[config.mk]
export PLATFORM = sky130hd
export DESIGN_NAME = draw_sequencer
export DESIGN_NICKNAME = d
export VERILOG_FILES = /design/src/rtl/draw_sequencer.sv
export SDC_FILE = /design/constraint.sdc
export NUM_CORES = 1
export LEC_CHECK = 0
export CAP_MARGIN = 10
export CORE_MARGIN = 5
export CORE_UTILIZATION = 45
export DETAILED_ROUTE_END_ITERATION = 8
export GPL_TIMING_DRIVEN = 0
export HOLD_SLACK_MARGIN = 0.02
export PLACE_DENSITY = 0.94
export SLEW_MARGIN = 0
export SYNTH_ARGS = -nofsm -noshare
export SYNTH_HDL_FRONTEND = slang
export SYNTH_SLANG_ARGS = --single-unit
[constraint.sdc]
create_clock -name clk -period 5.25 [get_ports clk]
set_input_delay 1.05 -clock clk [delete_from_list [all_inputs] [get_ports clk]]
set_output_delay 1.05 -clock clk [all_outputs]
set_load 0.05 [all_outputs]
[src/rtl/draw_sequencer.sv]
// Serves latched redraw requests one client at a time over the start/done handshake and
// forwards the served client's x/y/colour stream to the VGA adapter write port.
module draw_sequencer #(
    parameter int NUM_CLIENTS = 4,
    parameter int XW          = 9,
    parameter int YW          = 9,
    parameter int CW          = 3,
    parameter int TIMEOUT     = 20000
) (
    input  logic                      clk,
    input  logic                      resetn,
    input  logic [NUM_CLIENTS-1:0]    req,
    output logic [NUM_CLIENTS-1:0]    start,
    input  logic [NUM_CLIENTS-1:0]    client_done,
    input  logic [NUM_CLIENTS*XW-1:0] client_x,
    input  logic [NUM_CLIENTS*YW-1:0] client_y,
    input  logic [NUM_CLIENTS*CW-1:0] client_colour,
    output logic [XW-1:0]             vga_x,
    output logic [YW-1:0]             vga_y,
    output logic [CW-1:0]             vga_colour,
    output logic                      vga_plot,
    output logic                      busy,
    output logic                      frame_done,
    output logic                      timeout_err
);

    localparam int SEL_W = (NUM_CLIENTS > 1) ? $clog2(NUM_CLIENTS) : 1;
    localparam int CNT_W = $clog2(TIMEOUT);

    typedef enum logic [1:0] {
        S_IDLE    = 2'd0,
        S_RUN     = 2'd1,
        S_RELEASE = 2'd2
    } state_e;

    state_e                 state_q, state_d;
    logic [SEL_W-1:0]       sel_q, sel_d;
    logic [CNT_W-1:0]       run_cnt_q, run_cnt_d;
    logic [NUM_CLIENTS-1:0] pending_q, pending_d;
    logic [NUM_CLIENTS-1:0] start_q, start_d;
    logic [XW-1:0]          vga_x_q, vga_x_d;
    logic [YW-1:0]          vga_y_q, vga_y_d;
    logic [CW-1:0]          vga_colour_q, vga_colour_d;
    logic                   vga_plot_q, vga_plot_d;
    logic                   timeout_err_q, timeout_err_d;

    logic [SEL_W-1:0]       first_idx;
    logic [NUM_CLIENTS-1:0] grant_clr;
    logic [XW-1:0]          cur_x;
    logic [YW-1:0]          cur_y;
    logic [CW-1:0]          cur_colour;
    logic                   cur_done;

    // Fixed priority: scanning downwards leaves the lowest pending index selected.
    always_comb begin
        first_idx = '0;
        for (int i = NUM_CLIENTS - 1; i >= 0; i--) begin
            if (pending_q[i]) begin
                first_idx = SEL_W'(i);
            end
        end
    end

    // Only the selected client's fields reach the datapath; all other clients are ignored.
    always_comb begin
        cur_x      = '0;
        cur_y      = '0;
        cur_colour = '0;
        cur_done   = 1'b0;
        for (int i = 0; i < NUM_CLIENTS; i++) begin
            if (sel_q == SEL_W'(i)) begin
                cur_x      = client_x[i*XW +: XW];
                cur_y      = client_y[i*YW +: YW];
                cur_colour = client_colour[i*CW +: CW];
                cur_done   = client_done[i];
            end
        end
    end

    always_comb begin
        // NOTE: every _d starts from its _q (or a safe constant) so no path through the case infers a latch.
        state_d       = state_q;
        sel_d         = sel_q;
        run_cnt_d     = run_cnt_q;
        start_d       = start_q;
        vga_x_d       = vga_x_q;
        vga_y_d       = vga_y_q;
        vga_colour_d  = vga_colour_q;
        vga_plot_d    = 1'b0;
        timeout_err_d = timeout_err_q;
        grant_clr     = '0;

        case (state_q)
            S_IDLE: begin
                if (pending_q != '0) begin
                    sel_d     = first_idx;
                    grant_clr = NUM_CLIENTS'(1) << first_idx;
                    start_d   = NUM_CLIENTS'(1) << first_idx;
                    run_cnt_d = '0;
                    state_d   = S_RUN;
                end
            end

            S_RUN: begin
                run_cnt_d    = run_cnt_q + CNT_W'(1);
                vga_x_d      = cur_x;
                vga_y_d      = cur_y;
                vga_colour_d = cur_colour;
                // The first RUN cycle carries stale coordinates from before start rose.
                vga_plot_d   = (run_cnt_q != '0) && !cur_done;
                if (cur_done) begin
                    start_d = '0;
                    state_d = S_RELEASE;
                end else if (run_cnt_q == CNT_W'(TIMEOUT - 1)) begin
                    start_d       = '0;
                    timeout_err_d = 1'b1;
                    state_d       = S_RELEASE;
                end
            end

            S_RELEASE: begin
                state_d = S_IDLE;
            end

            default: begin
                state_d = S_IDLE;
                start_d = '0;
            end
        endcase

        // A request in the grant cycle survives the clear, so that client is served again.
        pending_d = (pending_q & ~grant_clr) | req;
    end

    always_ff @(posedge clk or negedge resetn) begin
        if (!resetn) begin
            state_q       <= S_IDLE;
            sel_q         <= '0;
            run_cnt_q     <= '0;
            pending_q     <= '0;
            start_q       <= '0;
            vga_x_q       <= '0;
            vga_y_q       <= '0;
            vga_colour_q  <= '0;
            vga_plot_q    <= 1'b0;
            timeout_err_q <= 1'b0;
        end else begin
            // NOTE: non-blocking assignments so every flop samples the pre-edge values of the others.
            state_q       <= state_d;
            sel_q         <= sel_d;
            run_cnt_q     <= run_cnt_d;
            pending_q     <= pending_d;
            start_q       <= start_d;
            vga_x_q       <= vga_x_d;
            vga_y_q       <= vga_y_d;
            vga_colour_q  <= vga_colour_d;
            vga_plot_q    <= vga_plot_d;
            timeout_err_q <= timeout_err_d;
        end
    end

    assign start       = start_q;
    assign vga_x       = vga_x_q;
    assign vga_y       = vga_y_q;
    assign vga_colour  = vga_colour_q;
    assign vga_plot    = vga_plot_q;
    assign timeout_err = timeout_err_q;
    assign busy        = (state_q != S_IDLE);
    assign frame_done  = (state_q == S_RELEASE) && (pending_q == '0);

    a_start_onehot0: assert property (@(posedge clk) disable iff (!resetn) $onehot0(start_q));
    a_start_only_in_run: assert property (@(posedge clk) disable iff (!resetn)
        (start_q != '0) |-> (state_q == S_RUN));

endmodule

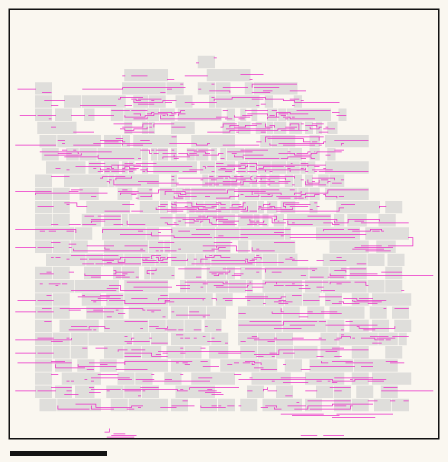
Fig. 1. M1 wires (run 1).
The bar under the picture is 20 µm long. Cells faint in the background.
The layer holds 36% of the routed length. 394 nets have wire on it.
met1 layer usage reported by global route: 0.245
via count: 2410
final wirelength: 7.90 mm

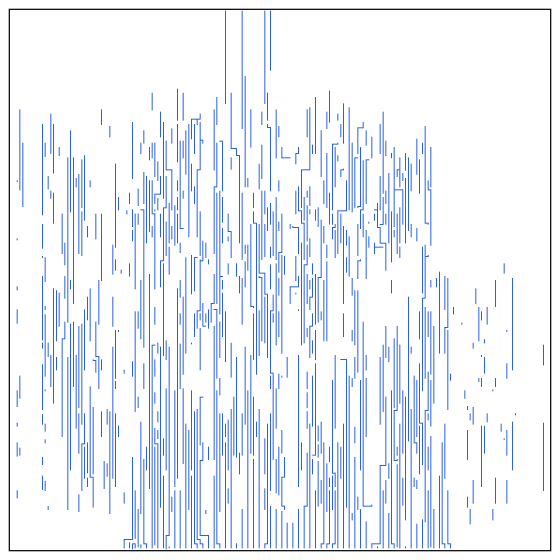
Fig. 2. M2 wires (run 1).
The wires run mostly vertical. The layer carries 4280 µm of wire. The layer holds 54% of the routed length. 415 nets have wire on it.

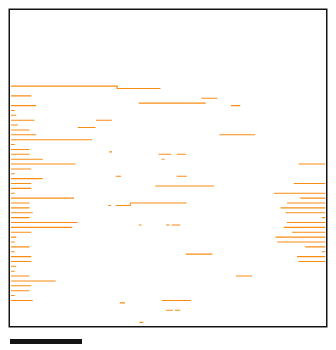
Fig. 3. Signal wires on met3 (run 1).
The bar under the picture is 20 µm long.
The longest straight run is 29.4 µm. The wires run mostly horizontal.

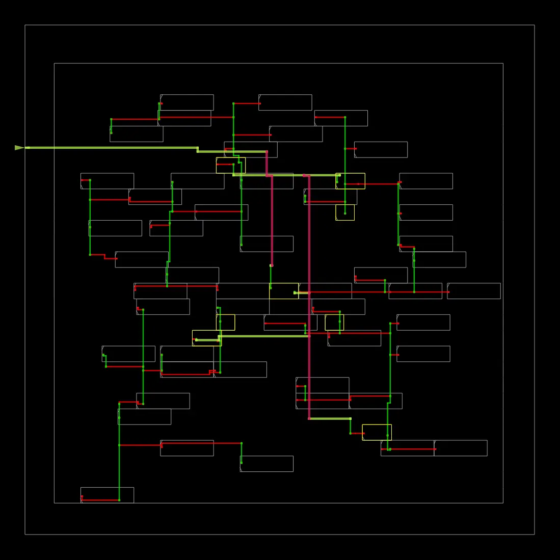
Fig. 4. Clock wiring as the flow saved it (run 1).
CLK BUF: 5
Sinks on Clock Net: 50

## run 1: metal layers
layer | up-vias | GRT usage
met5 | - | 0
met4 | 0 | 0.0742
met3 | 16 | 0.0596
met2 | 97 | 0.393
met1 | 1196 | 0.245
li1 | 1101 | -
## run 1: cells by family after synthesis
group,Yosys count
mux,45
fa+ha+maj,2
xor+xnor,4
compound gates,43
buf+inv,20
simple gates,54
flops,50
## run 1: state kept, by name, summed over array words and instances, names as in the netlist
register,count
vga_y,9
vga_colour,3
timeout_err,1
state_q,2
pending_q,4
start,4
sel_q,2
vga_x,9
vga_plot,1
run_cnt_q,15
==> results.yml, run 1 <==
# implementation run metrics
run_status:
  status: "complete, no violations"
global_route:
  overflow: 0
  grt_util_overall: 0.217
  grt_first_pass_wirelength_mm: 12.7
clock_tree:
  cts_max_path_buffers: 2
  h_tree_lvl_count: 2
  ctsHoldBuffers: 0
  cts_buffers: 5
  cts.reportedPaths.clkPinSlew_ns: 0.11
route:
  drc: 0
  viasPerCell: 5.68
  wl_per_cell_um: 18.6
  total_routed_wire_length_on_the_met1_layer_mm: 2.88
layout:
  diodes: 0
  top_area_cell_class: "combinational gates"
  stdcell_area_um2: 4180
  nonClkBufAreaFrac: 0.308
  drive_gt1_frac: 0.183
  fin_nets: 444
  layout.non_clock_inverters: 8
  clock_cell_area_share: 0.0228
  multi_input_comb_area_um2: 1420
  comb.multi_input.count: 148
setup_path:
  crit_slowest_cell: "clkdlybuf4s50_1"
  critPathLaunch: "pending_q[0]$_DFF_PN0_"
  critical_path.endpoint_type: "output pin"
  critical_path.max_stage_delay_ns: 0.84
  critical-path-top-delay-family: "simple AND/OR/NAND/NOR gates"
  timing.rr.start: "sel_q[0]$_DFFE_PN0P_"
  crit_buf_inv: 1
  critical_path_peak_fanout: 7
floorplan:
  chip_area_um2: 7780
  initCoreUtil: 0.465
synth:
  synth-seq-area-share: 0.454
  synth_compound_gate_area_share: 0.109
  avgSynthCellArea_um2: 12.6
  flip_flops_with_a_built_in_enable: 0
  synth_top_cell_by_count: "dfrtp_1"
  topCombFamilyByArea: "multiplexers"
placement:
  gp_congestion: 0.831
  pre_cts_slack_ns: 2.05
  place_inst: 416
final_timing:
  final-max-slew-violation-count: 0
  max_clock_freq_mhz: 283
  period_needed_ns: 3.54
  period_used_share: 0.674
pwr:
  report.power.total_uw: 2150
  powerSeq_uw: 595
  p_comb_uw: 1310
  p_sw_uw: 962
  power_frac_comb: 0.610
min_path:
  hold_start: "timeout_err$_DFFE_PN0P_"
  min_delay_worst_endpoint: "timeout_err$_DFFE_PN0P_"
job:
  tool_warnings: 27
  max_cap_violations: 0
## Run 2: what changed since run 1
- CORE_UTILIZATION: 45 -> 38
- PLACE_DENSITY: 0.94 -> 0.86
- clock period: 5.25 -> 3 ns (I/O delays scaled with it)
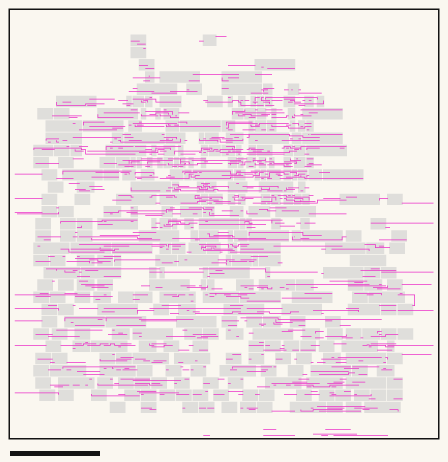
Fig. 5. M1 wires (run 2).
The bar under the picture is 20 µm long. Cells faint in the background.
The wires run mostly horizontal. The layer carries 2870 µm of wire.

==> results.yml, run 2 <==
# implementation run metrics
route:
  first_pass_iters: 4
  via_count: 2338
  viasPerCell: 5.23
  route.final.wire_length_mm: 7.44
  met2_length_mm: 4.02
  wl_per_cell_um: 16.6
  total_routed_wire_length_on_the_met1_layer_mm: 2.87
  dr_wl_met3_um: 487
  drc: 0
floorplan:
  initCoreUtil: 0.386
  io_pins: 123
  chip_area_um2: 9050
  die_height_um: 95.1
  placement_rows: 31
setup_path:
  critical_path.max_stage_delay_ns: 0.63
  critical_path_peak_fanout: 7
  critical_path.endpoint: "frame_done"
  startpoint_type: "flop"
  crit_buf_inv: 1
  critical_path.cell_chain: "or4_1, nor3_1, dlygate4sd2_1"
  crit_slowest_cell: "or4_1"
  critical-path-top-delay-family: "simple AND/OR/NAND/NOR gates"
  critical_path.endpoint_type: "output pin"
  timing.rr.start: "sel_q[0]$_DFFE_PN0P_"
  critPathLaunch: "pending_q[0]$_DFF_PN0_"
  r2r_cells: 4
  type_of_the_setup_path_with_the_least_slack: "reg2out"
pwr:
  powerSeq_uw: 1040
  p_comb_uw: 2270
  report.power.total_uw: 3680
  maxPowerGroup: "combinational cells"
  power_frac_comb: 0.616
  power.static_leakage_uw: 0.00164
  switching_share: 0.438
  p_sw_uw: 1610
synth:
  flip_flops_with_a_built_in_enable: 0
  synth-seq-area-share: 0.454
  synth.yosys.chip_area_um2: 2750
  synth_top_cell_by_count: "dfrtp_1"
  ys_seq_elements: 50
  avgSynthCellArea_um2: 12.6
global_route:
  grt_antenna_before_repair: 0
  grt_util_overall: 0.174
  grt_use_met1: 0.197
  grt_util_met2: 0.329
  grt_first_pass_wirelength_mm: 12.2
  gr-max-usage-layer: "met2"
  overflow: 0
  grt_pass1_vias: 2552
  groute.layer.met3.usage: 0.0466
placement:
  gp_congestion: 0.761
  place_inst: 440
  placed_cell_area_um2: 4110
  pre_cts_slack_ns: 0.242
clock_tree:
  cts_buffers: 5
  clockRootBuffer: "clkbuf_8"
  clock_sink_count: 50
  post-cts-setup-buffer-count: 0
  cts.reportedPaths.clkPinSlew_ns: 0.09
  cts_max_path_buffers: 2
  h_tree_lvl_count: 2
layout:
  stdcell_area_um2: 4190
  largest-register: "run_cnt_q"
  final.fill_count: 611
  diodes: 0
  drive_gt1_frac: 0.181
  instances_no_fill: 447
  largest_register_ffs: 15
  fin_nets: 444
final_timing:
  period_needed_ns: 2.79
  period_used_share: 0.928
  unrepaired_setup_endpoints_after_global_routing: "false"
  max_clock_freq_mhz: 359
  tightestPinTransition_ns: 0.603
  final-max-slew-violation-count: 0
  fin_ws_ns: 0.215
run_status:
  status: "complete, no violations"
job:
  max_cap_violations: 0
  tool_warnings: 27
min_path:
  hold_path_class: "in2async"
[run 2: repair_timing]
action                     4_1_cts  5_1_grt
hold buffers                     0        0
setup endpoints to repair        1        1
resized                          1        1
[run 2: cell families after synthesis]
logic type | share of synthesized area
XOR/XNOR | 0.0127
multiplexers | 0.269
adder cells (fa/ha/maj) | 0.00909
buffers and inverters | 0.0295
AND/OR/NAND/NOR | 0.116
flip-flops | 0.454
AND-OR/OR-AND | 0.109
[run 2: cell type report]
type	instances	area, µm²	share of cell area
clock buffers	5	68.8	0.0164
plain buffers	12	51.3	0.0122
clock inverters	2	10.0	0.00239
inverters	8	30.0	0.00716
repair buffers	123	1240	0.295
flip-flops and latches	50	1250	0.298
well taps	99	124	0.0295
multi-input cells	148	1420	0.339
No activity file was given, so power comes from the tool's default toggle rates.
